===== config.mk =====
export PLATFORM = sky130hd
export DESIGN_NAME = branch_control_sequencer_flat
export DESIGN_NICKNAME = d
export VERILOG_FILES = /design/src/rtl/branch_control_sequencer_if.sv /design/src/rtl/branch_control_sequencer.sv /design/src/flat_wrapper.sv
export SDC_FILE = /design/constraint.sdc
export NUM_CORES = 1
export LEC_CHECK = 0
export ABC_AREA = 1
export CELL_PAD_IN_SITES_DETAIL_PLACEMENT = 0
export CELL_PAD_IN_SITES_GLOBAL_PLACEMENT = 1
export CORE_ASPECT_RATIO = 1.75
export CORE_MARGIN = 2
export CORE_UTILIZATION = 29
export CTS_BUF_LIST = sky130_fd_sc_hd__clkbuf_8
export DETAILED_ROUTE_END_ITERATION = 8
export GPL_TIMING_DRIVEN = 0
export PLACE_DENSITY = 0.93
export SETUP_SLACK_MARGIN = 0.5
export SLEW_MARGIN = 30
export SYNTH_ARGS = -nofsm -noshare
export SYNTH_HDL_FRONTEND = slang
export SYNTH_SLANG_ARGS = --single-unit

===== constraint.sdc =====
create_clock -name clk -period 2.6 [get_ports clk]
set_input_delay 0.39 -clock clk [delete_from_list [all_inputs] [get_ports clk]]
set_output_delay 0.39 -clock clk [all_outputs]
set_load 0.01 [all_outputs]

===== src/rtl/branch_control_sequencer_if.sv =====
// Datapath control bundle between the Mini SRC control sequencer (master) and the datapath (slave).
interface branch_control_sequencer_if #(
  parameter int CNT_W = 16
);
  logic             run;
  logic [31:0]      IR_Data;
  logic             CON_out;
  logic             mem_rdy;
  logic             PC_out, PC_in, IncPC, MAR_in, MDR_in, MDR_out, IR_in, Y_in, Z_in, Zlow_out;
  logic             Read;
  logic             Gra, Rout, C_out, CON_in;
  logic [4:0]       alu_instruction_bits;
  logic             halted;
  logic             illegal;
  logic [CNT_W-1:0] retired;

  modport master (
    input  run, IR_Data, CON_out, mem_rdy,
    output PC_out, PC_in, IncPC, MAR_in, MDR_in, MDR_out, IR_in, Y_in, Z_in, Zlow_out,
           Read, Gra, Rout, C_out, CON_in, alu_instruction_bits, halted, illegal, retired
  );

  modport slave (
    output run, IR_Data, CON_out, mem_rdy,
    input  PC_out, PC_in, IncPC, MAR_in, MDR_in, MDR_out, IR_in, Y_in, Z_in, Zlow_out,
           Read, Gra, Rout, C_out, CON_in, alu_instruction_bits, halted, illegal, retired
  );
endinterface


===== src/rtl/branch_control_sequencer.sv =====
// Hardwired Mini SRC control unit: fetch, br, jr, nop, halt with Moore step strobes.
// Optional macro MEM_WAIT_EN stretches T1 until mem_rdy; default build assumes fixed-latency RAM.
module branch_control_sequencer #(
  parameter logic [4:0] OP_BR   = 5'b10010,
  parameter logic [4:0] OP_JR   = 5'b10011,
  parameter logic [4:0] OP_NOP  = 5'b11001,
  parameter logic [4:0] OP_HALT = 5'b11010,
  parameter logic [4:0] ALU_ADD = 5'b00011,
  parameter int         CNT_W   = 16
) (
  input logic                         clk,
  input logic                         clr,
  branch_control_sequencer_if.master  bus
);

  typedef enum logic [3:0] {IDLE, T0, T1, T2, T3, T4, T5, T6, HALT} state_t;

  state_t           state, state_nxt, after_instr;
  logic [CNT_W-1:0] retired;
  logic             retire;
  logic [4:0]       opcode;
  logic             unused_bits;

  assign opcode = bus.IR_Data[31:27];
`ifdef MEM_WAIT_EN
  assign unused_bits = &{1'b0, bus.IR_Data[26:0]};
`else
  assign unused_bits = &{1'b0, bus.IR_Data[26:0], bus.mem_rdy};
`endif

  function automatic logic [CNT_W-1:0] sat_inc(input logic [CNT_W-1:0] v);
    return (&v) ? v : v + 1'b1;
  endfunction

  // run is only looked at once an instruction has finished
  assign after_instr = bus.run ? T0 : IDLE;

  always_ff @(posedge clk or negedge clr) begin
    if (!clr) begin
      state   <= IDLE;
      retired <= '0;
    end else begin
      state <= state_nxt;
      if (retire) retired <= sat_inc(retired);
    end
  end

  assign bus.retired = retired;

  always_comb begin
    state_nxt                = state;
    retire                   = 1'b0;
    bus.PC_out               = 1'b0;
    bus.PC_in                = 1'b0;
    bus.IncPC                = 1'b0;
    bus.MAR_in               = 1'b0;
    bus.MDR_in               = 1'b0;
    bus.MDR_out              = 1'b0;
    bus.IR_in                = 1'b0;
    bus.Y_in                 = 1'b0;
    bus.Z_in                 = 1'b0;
    bus.Zlow_out             = 1'b0;
    bus.Read                 = 1'b0;
    bus.Gra                  = 1'b0;
    bus.Rout                 = 1'b0;
    bus.C_out                = 1'b0;
    bus.CON_in               = 1'b0;
    bus.alu_instruction_bits = 5'b00000;
    bus.halted               = 1'b0;
    bus.illegal              = 1'b0;
    case (state)
      IDLE: if (bus.run) state_nxt = T0;
      T0: begin
        bus.PC_out = 1'b1;
        bus.MAR_in = 1'b1;
        bus.IncPC  = 1'b1;
        bus.Z_in   = 1'b1;
        state_nxt  = T1;
      end
      T1: begin
        bus.Read   = 1'b1;
        bus.MDR_in = 1'b1;
`ifdef MEM_WAIT_EN
        // PC takes the incremented value only in the cycle the read completes
        if (bus.mem_rdy) begin
          bus.Zlow_out = 1'b1;
          bus.PC_in    = 1'b1;
          state_nxt    = T2;
        end
`else
        bus.Zlow_out = 1'b1;
        bus.PC_in    = 1'b1;
        state_nxt    = T2;
`endif
      end
      T2: begin
        bus.MDR_out = 1'b1;
        bus.IR_in   = 1'b1;
        state_nxt   = T3;
      end
      T3: begin
        if (opcode == OP_BR) begin
          bus.Gra    = 1'b1;
          bus.Rout   = 1'b1;
          bus.CON_in = 1'b1;
          state_nxt  = T4;
        end else if (opcode == OP_JR) begin
          bus.Gra   = 1'b1;
          bus.Rout  = 1'b1;
          bus.PC_in = 1'b1;
          retire    = 1'b1;
          state_nxt = after_instr;
        end else if (opcode == OP_NOP) begin
          retire    = 1'b1;
          state_nxt = after_instr;
        end else if (opcode == OP_HALT) begin
          retire    = 1'b1;
          state_nxt = HALT;
        end else begin
          bus.illegal = 1'b1;
          state_nxt   = after_instr;
        end
      end
      T4: begin
        bus.PC_out = 1'b1;
        bus.Y_in   = 1'b1;
        state_nxt  = T5;
      end
      T5: begin
        bus.C_out                = 1'b1;
        bus.Z_in                 = 1'b1;
        bus.alu_instruction_bits = ALU_ADD;
        state_nxt                = T6;
      end
      T6: begin
        // a false condition leaves PC at the already-incremented fetch address
        bus.Zlow_out = 1'b1;
        bus.PC_in    = bus.CON_out;
        retire       = 1'b1;
        state_nxt    = after_instr;
      end
      HALT: bus.halted = 1'b1;
      default: state_nxt = IDLE;
    endcase
  end

endmodule

===== src/flat_wrapper.sv =====
// flat-port wrapper written by rule: the top's interface ports become plain ports
module branch_control_sequencer_flat 
#(
  parameter logic [4:0] OP_BR   = 5'b10010,
  parameter logic [4:0] OP_JR   = 5'b10011,
  parameter logic [4:0] OP_NOP  = 5'b11001,
  parameter logic [4:0] OP_HALT = 5'b11010,
  parameter logic [4:0] ALU_ADD = 5'b00011,
  parameter int         CNT_W   = 16
)
  (clk, clr, bus_run, bus_IR_Data, bus_CON_out, bus_mem_rdy, bus_PC_out, bus_PC_in, bus_IncPC, bus_MAR_in, bus_MDR_in, bus_MDR_out, bus_IR_in, bus_Y_in, bus_Z_in, bus_Zlow_out, bus_Read, bus_Gra, bus_Rout, bus_C_out, bus_CON_in, bus_alu_instruction_bits, bus_halted, bus_illegal, bus_retired);
  branch_control_sequencer_if #(.CNT_W(CNT_W)) bus_i ();
  input logic clk;
  input logic clr;
  input wire logic [$bits(bus_i.run)-1:0] bus_run;
  input wire logic [$bits(bus_i.IR_Data)-1:0] bus_IR_Data;
  input wire logic [$bits(bus_i.CON_out)-1:0] bus_CON_out;
  input wire logic [$bits(bus_i.mem_rdy)-1:0] bus_mem_rdy;
  output wire logic [$bits(bus_i.PC_out)-1:0] bus_PC_out;
  output wire logic [$bits(bus_i.PC_in)-1:0] bus_PC_in;
  output wire logic [$bits(bus_i.IncPC)-1:0] bus_IncPC;
  output wire logic [$bits(bus_i.MAR_in)-1:0] bus_MAR_in;
  output wire logic [$bits(bus_i.MDR_in)-1:0] bus_MDR_in;
  output wire logic [$bits(bus_i.MDR_out)-1:0] bus_MDR_out;
  output wire logic [$bits(bus_i.IR_in)-1:0] bus_IR_in;
  output wire logic [$bits(bus_i.Y_in)-1:0] bus_Y_in;
  output wire logic [$bits(bus_i.Z_in)-1:0] bus_Z_in;
  output wire logic [$bits(bus_i.Zlow_out)-1:0] bus_Zlow_out;
  output wire logic [$bits(bus_i.Read)-1:0] bus_Read;
  output wire logic [$bits(bus_i.Gra)-1:0] bus_Gra;
  output wire logic [$bits(bus_i.Rout)-1:0] bus_Rout;
  output wire logic [$bits(bus_i.C_out)-1:0] bus_C_out;
  output wire logic [$bits(bus_i.CON_in)-1:0] bus_CON_in;
  output wire logic [$bits(bus_i.alu_instruction_bits)-1:0] bus_alu_instruction_bits;
  output wire logic [$bits(bus_i.halted)-1:0] bus_halted;
  output wire logic [$bits(bus_i.illegal)-1:0] bus_illegal;
  output wire logic [$bits(bus_i.retired)-1:0] bus_retired;
  assign bus_i.run = bus_run;
  assign bus_i.IR_Data = bus_IR_Data;
  assign bus_i.CON_out = bus_CON_out;
  assign bus_i.mem_rdy = bus_mem_rdy;
  assign bus_PC_out = bus_i.PC_out;
  assign bus_PC_in = bus_i.PC_in;
  assign bus_IncPC = bus_i.IncPC;
  assign bus_MAR_in = bus_i.MAR_in;
  assign bus_MDR_in = bus_i.MDR_in;
  assign bus_MDR_out = bus_i.MDR_out;
  assign bus_IR_in = bus_i.IR_in;
  assign bus_Y_in = bus_i.Y_in;
  assign bus_Z_in = bus_i.Z_in;
  assign bus_Zlow_out = bus_i.Zlow_out;
  assign bus_Read = bus_i.Read;
  assign bus_Gra = bus_i.Gra;
  assign bus_Rout = bus_i.Rout;
  assign bus_C_out = bus_i.C_out;
  assign bus_CON_in = bus_i.CON_in;
  assign bus_alu_instruction_bits = bus_i.alu_instruction_bits;
  assign bus_halted = bus_i.halted;
  assign bus_illegal = bus_i.illegal;
  assign bus_retired = bus_i.retired;
  branch_control_sequencer #(.OP_BR(OP_BR), .OP_JR(OP_JR), .OP_NOP(OP_NOP), .OP_HALT(OP_HALT), .ALU_ADD(ALU_ADD), .CNT_W(CNT_W)) u_core (.clk(clk), .clr(clr), .bus(bus_i));
endmodule

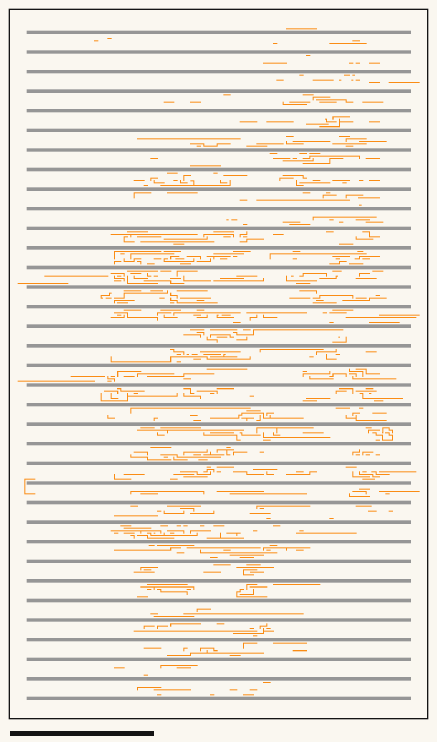
(M1 wires)
Scale bar: 20 µm. Supply wires on this layer in gray.
nets with wire on the layer = 256
wire length on this layer = 1,420 µm
main direction = horizontal
longest straight run = 17.0 µm
share of all routed wire = 36%
aggregate routed wire length: 3.953 mm
met1 capacity usage during global routing: 14.67%
via count: 1,599

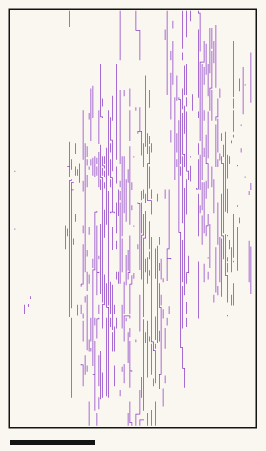
(met2 routing)
Scale bar: 20 µm.
nets with wire on the layer = 232
wire length on this layer = 2,270 µm
main direction = vertical
share of all routed wire = 57%
longest straight run = 32.1 µm
met2 Usage GRT: 29.28%

==> out/summary.rpt <==
OUTCOME
----------------------------------------------------------------------------------
Outcome .............................................................    completed

POWER
----------------------------------------------------------------------------------
Leakage .............................................................  0.001181 µW
Switching part of the total power ...................................       37.85%
Clk power ...........................................................       199 µW
Design Power ........................................................      1251 µW
PD cells ............................................................ 577.8 nW/µm²
Power in combinational cells ........................................       651 µW
Group drawing the most power ........................................ combinational logic
Internal Dissipation ................................................     777.7 µW
Net switching component of the power ................................     473.6 µW
Worst IR drop on VDD ................................................  0.0004222 V

LOGIC SYNTHESIS
----------------------------------------------------------------------------------
Synth top area share ................................................       33.96%
Post-synthesis async set-or-reset flop share ........................       100.0%
Post-synthesis instance area ........................................     1474 µm²
Sequential fraction of the synthesis area ...........................       33.96%
Number of warnings issued by yosys ..................................            0
Comb area leader .................................................... simple AND/OR/NAND/NOR gates
Number of register bits inferred by synthesis .......................           20
Mux area share ......................................................           0%
Cell with the most instances after synthesis ........................      nand2_1

FLOORPLANNING
----------------------------------------------------------------------------------
Die outline area ....................................................     5691 µm²
Die Span X ..........................................................     57.89 µm

LAYOUT
----------------------------------------------------------------------------------
Sequential cell area in the final layout ............................    500.5 µm²
Final Cell Area .....................................................     2166 µm²
Inverter tally of the final layout excluding the clock network ......           24
Flip-flop count of the largest register, all copies and words added .           16
Number of clock buffers in the layout ...............................            3
Filler cell count ...................................................          495
Logic area ..........................................................    859.6 µm²
Nets@finish .........................................................          324
Non-CTS buffers .....................................................           66
Highest-count cells in the layout ignoring fill and taps ............ nand2_1, clkdlybuf4s50_1, nor2_1, nand3_1, buf_4
Ant. Diodes .........................................................            0
Regs by FF count .................................................... u_core.bus.retired: 16 flops, u_core.state: 4 flops
Sequential portion of the cell area .................................       23.11%
Comb_multi_in .......................................................          171

STA
----------------------------------------------------------------------------------
Worst hold slack across all endpoints ...............................   0.07374 ns
Largest clock skew in the final design ..............................  0.002205 ns
Minimum clock period ................................................     2.052 ns
Endpoints failing setup .............................................            0
Worst-case setup margin in the final layout .........................    0.5480 ns
Max Slew Vio Count ..................................................            0
RSZ-0062 raised after global routing ................................         true

PLACED DESIGN
----------------------------------------------------------------------------------
Number of buffers added on ports ....................................           43
Placement Setup Slack ...............................................   0.03961 ns
DP Wirelength .......................................................     3.079 mm

WORST SETUP PATH
----------------------------------------------------------------------------------
Count of cells along the worst register-to-register path ............            8
Largest delay contributor family on the critical path ............... buffers and inverters
R2r endpoint ........................................................ u_core.bus.retired[14]
Reg-to-reg slack, setup .............................................      0.91 ns
Worst-path cell chain ............................................... nor2_1 > inv_2 > nor3_2 > clkdlybuf4s50_1
Largest fanout on the critical path .................................            5
Required time at the worst-slack endpoint ...........................      2.21 ns
Critical path data arrival time .....................................      1.66 ns

GLOBAL ROUTING
----------------------------------------------------------------------------------
Global route total overflow .........................................            0
GRT met3 Usage ......................................................       1.325%
Global-route wire length before repair ..............................     6.768 mm

DRT
----------------------------------------------------------------------------------
DRC violations left .................................................            0
Mean routed wirelength per cell .....................................     11.70 µm
Detailed-routed wire length on met3 .................................       161 µm
DR vias/cell ........................................................        4.731
Met1 layer wirelength in the final routing ..........................     1.424 mm
Total iterations of the first detailed-routing run ..................            4

MIN PATH
----------------------------------------------------------------------------------
HP Class ............................................................ input pin to async pin

FLOW RUN
----------------------------------------------------------------------------------
Number of warning messages in the logs ..............................           56

CLOCK NETWORK
----------------------------------------------------------------------------------
Clock Tree Buf Depth ................................................            2
Cell resize tally after clock tree synthesis ........................           21
Root Buffer .........................................................     clkbuf_8
Number of H-tree levels .............................................            1
Total clock buffers created by CTS ..................................            3

Power figures rest on the tool's default switching activity, not on a simulated workload.
